<file path="config.mk">
export PLATFORM = sky130hd
export DESIGN_NAME = key_input_conditioner
export DESIGN_NICKNAME = d
export VERILOG_FILES = /design/src/rtl/key_input_conditioner.sv
export SDC_FILE = /design/constraint.sdc
export NUM_CORES = 1
export LEC_CHECK = 0
export ABC_AREA = 1
export CORE_ASPECT_RATIO = 0.8
export CORE_MARGIN = 1
export CORE_UTILIZATION = 50
export DETAILED_ROUTE_END_ITERATION = 7
export GPL_TIMING_DRIVEN = 0
export PLACE_DENSITY = 0.8
export SLEW_MARGIN = 15
export SYNTH_ARGS = -nofsm -noshare
export SYNTH_HDL_FRONTEND = slang
export SYNTH_SLANG_ARGS = --single-unit
</file>
<file path="constraint.sdc">
create_clock -name clock -period 2.2 [get_ports clock]
set_clock_uncertainty 0.1 [all_clocks]
set_input_delay 0.33 -clock clock [delete_from_list [all_inputs] [get_ports clock]]
set_output_delay 0.33 -clock clock [all_outputs]
set_load 0.03 [all_outputs]
</file>
<file path="src/rtl/key_input_conditioner.sv">
// Push-button front end: polarity correction, two-flop synchronizer, and a
// single-key debounce FSM that emits one press strobe per accepted press.
module key_input_conditioner #(
    parameter int NUM_KEYS        = 4,
    parameter int DEBOUNCE_CYCLES = 1000000,
    parameter bit KEYS_ACTIVE_LOW = 1'b1
) (
    input  logic                clock,
    input  logic                reset,
    input  logic [NUM_KEYS-1:0] raw_keys,
    output logic [NUM_KEYS-1:0] key_pulse,
    output logic [NUM_KEYS-1:0] key_held,
    output logic                multi_key_pulse,
    output logic                ready
);

    localparam int              CNT_W    = $clog2(DEBOUNCE_CYCLES + 1);
    localparam logic [CNT_W-1:0] CNT_LAST = CNT_W'(DEBOUNCE_CYCLES - 1);

    typedef enum logic [1:0] {
        IDLE,
        PRESS_WAIT,
        HELD,
        RELEASE_WAIT
    } state_t;

    function automatic logic is_one_hot(input logic [NUM_KEYS-1:0] v);
        return (v != '0) && ((v & (v - NUM_KEYS'(1))) == '0);
    endfunction

    function automatic logic is_multi(input logic [NUM_KEYS-1:0] v);
        return (v != '0) && !is_one_hot(v);
    endfunction

    logic [NUM_KEYS-1:0] pressed_raw;
    logic [NUM_KEYS-1:0] sync_p0;
    logic [NUM_KEYS-1:0] sync_p1;

    state_t              state;
    state_t              state_nxt;
    logic [CNT_W-1:0]    counter;
    logic [CNT_W-1:0]    counter_nxt;
    logic [NUM_KEYS-1:0] captured;
    logic [NUM_KEYS-1:0] captured_nxt;
    logic [NUM_KEYS-1:0] pulse_nxt;
    logic [NUM_KEYS-1:0] held_nxt;
    logic                multi_nxt;

    assign pressed_raw = KEYS_ACTIVE_LOW ? ~raw_keys : raw_keys;

    // Stage p0/p1: metastability filter; reset value is "released".
    always_ff @(posedge clock) begin
        if (reset) begin
            sync_p0 <= '0;
            sync_p1 <= '0;
        end else begin
            sync_p0 <= pressed_raw;
            sync_p1 <= sync_p0;
        end
    end

    // FSM registers; reset lands in RELEASE_WAIT so a key held through
    // reset has to be seen released before it can be accepted.
    always_ff @(posedge clock) begin
        if (reset) begin
            state           <= RELEASE_WAIT;
            counter         <= '0;
            key_pulse       <= '0;
            key_held        <= '0;
            multi_key_pulse <= 1'b0;
        end else begin
            state           <= state_nxt;
            counter         <= counter_nxt;
            key_pulse       <= pulse_nxt;
            key_held        <= held_nxt;
            multi_key_pulse <= multi_nxt;
        end
    end

    always_ff @(posedge clock) begin
        captured <= captured_nxt;
    end

    always_comb begin
        state_nxt    = state;
        counter_nxt  = counter;
        captured_nxt = captured;
        pulse_nxt    = '0;
        held_nxt     = key_held;
        multi_nxt    = 1'b0;

        unique case (state)
            IDLE: begin
                if (is_multi(sync_p1)) begin
                    multi_nxt   = 1'b1;
                    held_nxt    = '0;
                    counter_nxt = '0;
                    state_nxt   = HELD;
                end else if (is_one_hot(sync_p1)) begin
                    captured_nxt = sync_p1;
                    counter_nxt  = '0;
                    state_nxt    = PRESS_WAIT;
                end
            end

            PRESS_WAIT: begin
                if (is_multi(sync_p1)) begin
                    multi_nxt   = 1'b1;
                    held_nxt    = '0;
                    counter_nxt = '0;
                    state_nxt   = HELD;
                end else if (sync_p1 == captured) begin
                    if (counter == CNT_LAST) begin
                        pulse_nxt   = captured;
                        held_nxt    = captured;
                        counter_nxt = '0;
                        state_nxt   = HELD;
                    end else begin
                        counter_nxt = counter + CNT_W'(1);
                    end
                end else begin
                    // Released or a different key: treat as bounce.
                    counter_nxt = '0;
                    state_nxt   = IDLE;
                end
            end

            HELD: begin
                if (sync_p1 == '0) begin
                    counter_nxt = '0;
                    state_nxt   = RELEASE_WAIT;
                end
            end

            RELEASE_WAIT: begin
                if (sync_p1 != '0) begin
                    counter_nxt = '0;
                    state_nxt   = HELD;
                end else if (counter == CNT_LAST) begin
                    held_nxt    = '0;
                    counter_nxt = '0;
                    state_nxt   = IDLE;
                end else begin
                    counter_nxt = counter + CNT_W'(1);
                end
            end

            default: begin
                counter_nxt = '0;
                state_nxt   = RELEASE_WAIT;
            end
        endcase
    end

    assign ready = (state == IDLE);

endmodule

</file>
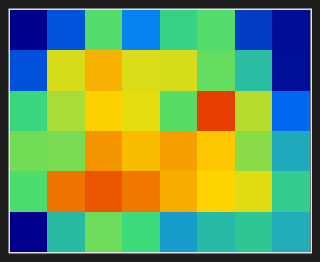
(images/density.png)
Scale: 4 px per um. The die is cut into 8 by 6 equal tiles; dark blue is low, red is high, 0 to 100% covered.
tiles over 75% full: 25%
mean over tiles: 53%
nearly empty tiles: 4.2%
densest ninth of the die: centre
utilization after layout: 0.626
core area: 3950 um^2

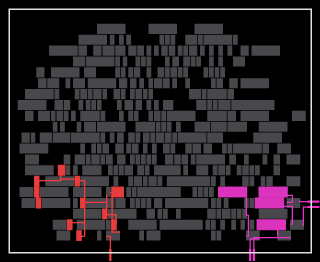
(images/port_nets.png)
Scale: 4 px per um.
[key_pulse] magenta | bits: 4 | direction: output | edge: 2 east, 2 south | end cells: 4 | wire: 52.6 um
[reset] red | bits: 1 | direction: input | edge: south | end cells: 12 | wire: 73.5 um
I/O Pins: 16
Port Buffers: 15

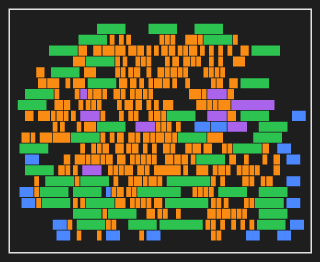
(images/cell_classes.png)
Scale: 4 px per um.
[other buffers and delay cells] blue | cells: 18 | share of their area: 7.3%
[all other logic] orange | cells: 258 | share of their area: 50%
[flip-flops] green | cells: 43 | share of their area: 37%
[clock drivers and dummy loads] purple | cells: 8 | share of their area: 4.9%
# rows: 20
register share of the cell area: 0.364

==> results.cfg <==
; yosys + openroad results
[synth]
yosys_cells = 304
syn-num-nets = 311
async_flop_share = 0
top_cell_area_share = 0.365
yosysSeqAreaShare = 0.422
synthTopCellsByArea = dfxtp_1, nand2_1, inv_1
synthDistinctLibCells = 26
synth.largest_area_cell = dfxtp_1
synth_flops = 43
yosys-top-cells-count = nand2_1, inv_1, nor2_1
synth-edff-count = 4
yosys_warnings = 0
syn_inst = 304
yosys_area_um2 = 2140
syn_area_um2 = 2140
flop_cell = dfxtp_1

[route]
wl_um = 3980
routed.top_layer = met4
antenna_left = 0
first_pass_iters = 4
wl_met3_um = 191
routedWlPerCell_um = 10.4
drt_first_iter_violations = 108
wl_met2_um = 1610
via_count = 1828
vias_per_cell = 4.79
drcViolationCount = 0

[sta]
post-route-period-util = 0.924
hold_viol = 0
layout_min_cycle_time_ns = 2.03
maxSlewViolCount = 0
setup-violations-final = 0
max_slew_margin = 0.742
rsz0062_at_grt = false
fin_hold_ws_ns = 0.303
layout_setup_ws_ns = 0.167
fin_tns_setup_ns = 0
worstMarginPinSlew_ns = 0.386
fmax_mhz = 492

[worst_setup_path]
slowest_stage = clkdlybuf4s50_1
critPathMaxFanout = 6
worst_ep_arrival_time_ns = 1.60
crit_chain = nor2_1 -> clkdlybuf4s50_1
cpLargestDelayFamily = buffers and inverters
r2r_slack_ns = 0.42
required_ns = 1.77
start_kind = flop
critPathMaxStageDelay_ns = 0.71
endpoint_kind = output pin
path_buffers = 1

[clock_network]
cts-hold-fix-buffers = 0
cts_resized = 0
worstSkewPairLatency_ns = 0.28
htreeDepth = 2
cts_setup_buffers = 0
path_clk_slew_ns = 0.08
cts_tree = yes
cts_sinks = 43
cts_buffer_depth = 2
numCtsBuffers = 5
root_buffer = clkbuf_8

[floorplanning]
die_w_um = 75.1
chipArea_um2 = 4540
fp_util = 0.541

[grt]
grt_max_degree = 14
grt_pass1_wl_um = 7330
antenna_found_initial = 0
grt_overflow = 0
grt_pass1_vias = 1696
grt_usage = 0.213

[power_and_ir_drop]
total_power_mw = 1.76
power_density_nw_per_um2 = 710
ir_drop_mv = 0.402
p_leak_nw = 1.03

[finish]
syn2layout_area_growth_pct = 15.7
final_area_um2 = 2470
fin_cells = 382
layout-drive-gt1-share = 0.116
diodes = 0
nNetsFinal = 333

[placement]
place_ws_ns = 0.376
place_inst = 374
dp_hpwl_um = 3060
gp_congestion = 0.917

[worst_hold_path]
worstHoldPathType = reg2reg

[run]
warnings = 26
drv_cap = 0

[outcome]
outcome = completed
## per-layer routing
metal,up-vias,GRT usage
li1,986,-
met1,805,0.318
met2,32,0.314
met3,5,0.0465
met4,0,0.0512
met5,-,0
## registers in the layout (all words and copies together) (netlist names)
signal,cells
sync_p1,4
state,2
multi_key_pulse,1
key_held,4
captured,4
key_pulse,4
counter,20
sync_p0,4
## area by class of cell
cell class                 count  area, um^2
fill                         393        1480
multi-input combinational    212        1040
sequential                    43         901
inverter                      46         173
timing repair buffer          15         150
clock buffer                   6        82.6
tap                           55        68.8
clock inverter                 2        35.0
buffer                         3        26.3
## worst min-delay path, stage by stage, from the launching register on
cell	delay, ns
dfxtp_1	0.30
inv_1	0.04
nor2_1	0.03
## report_power, final
| group | internal (mW) | leakage, nW | switching (mW) |
|---|---|---|---|
| clock network | 0.367 | 0.0612 | 0.254 |
| registers | 0.817 | 0.354 | 0.0302 |
| logic | 0.0987 | 0.616 | 0.190 |
| total | 1.28 | 1.03 | 0.474 |
## cell families after synthesis
family,count (synthesis),synth area share
flip-flops,43,0.422
buffers and inverters,49,0.0931
adder cells (fa/ha/maj),1,0.00585
AND/OR/NAND/NOR,183,0.382
AND-OR/OR-AND,16,0.0480
XOR/XNOR,12,0.0492
## cells in the final DEF (no fill, tap or decap), types with 5 or more instances in the layout
cell and n:
nand2_1 77, a21oi_1 6, nand4_1 7, clkbuf_8 6, nand2_2 6, xor2_1 10, nor3_1 7, nor2_2 17
o21ai_0 5, clkdlybuf4s50_1 15, nor2_1 43, dfxtp_1 39, nand3_1 22, inv_1 43
## worst paths after layout
| kind | startpoint | end | cells past startpoint |
|---|---|---|---|
| max | state[1] | ready | 2 |
| min | sync_p0[0] | sync_p1[0] | 2 |
| max reg2reg | counter[0] | counter[16] | 9 |
| min reg2reg | sync_p0[0] | sync_p1[0] | 2 |
No activity file was given, so power comes from the tool's default toggle rates.
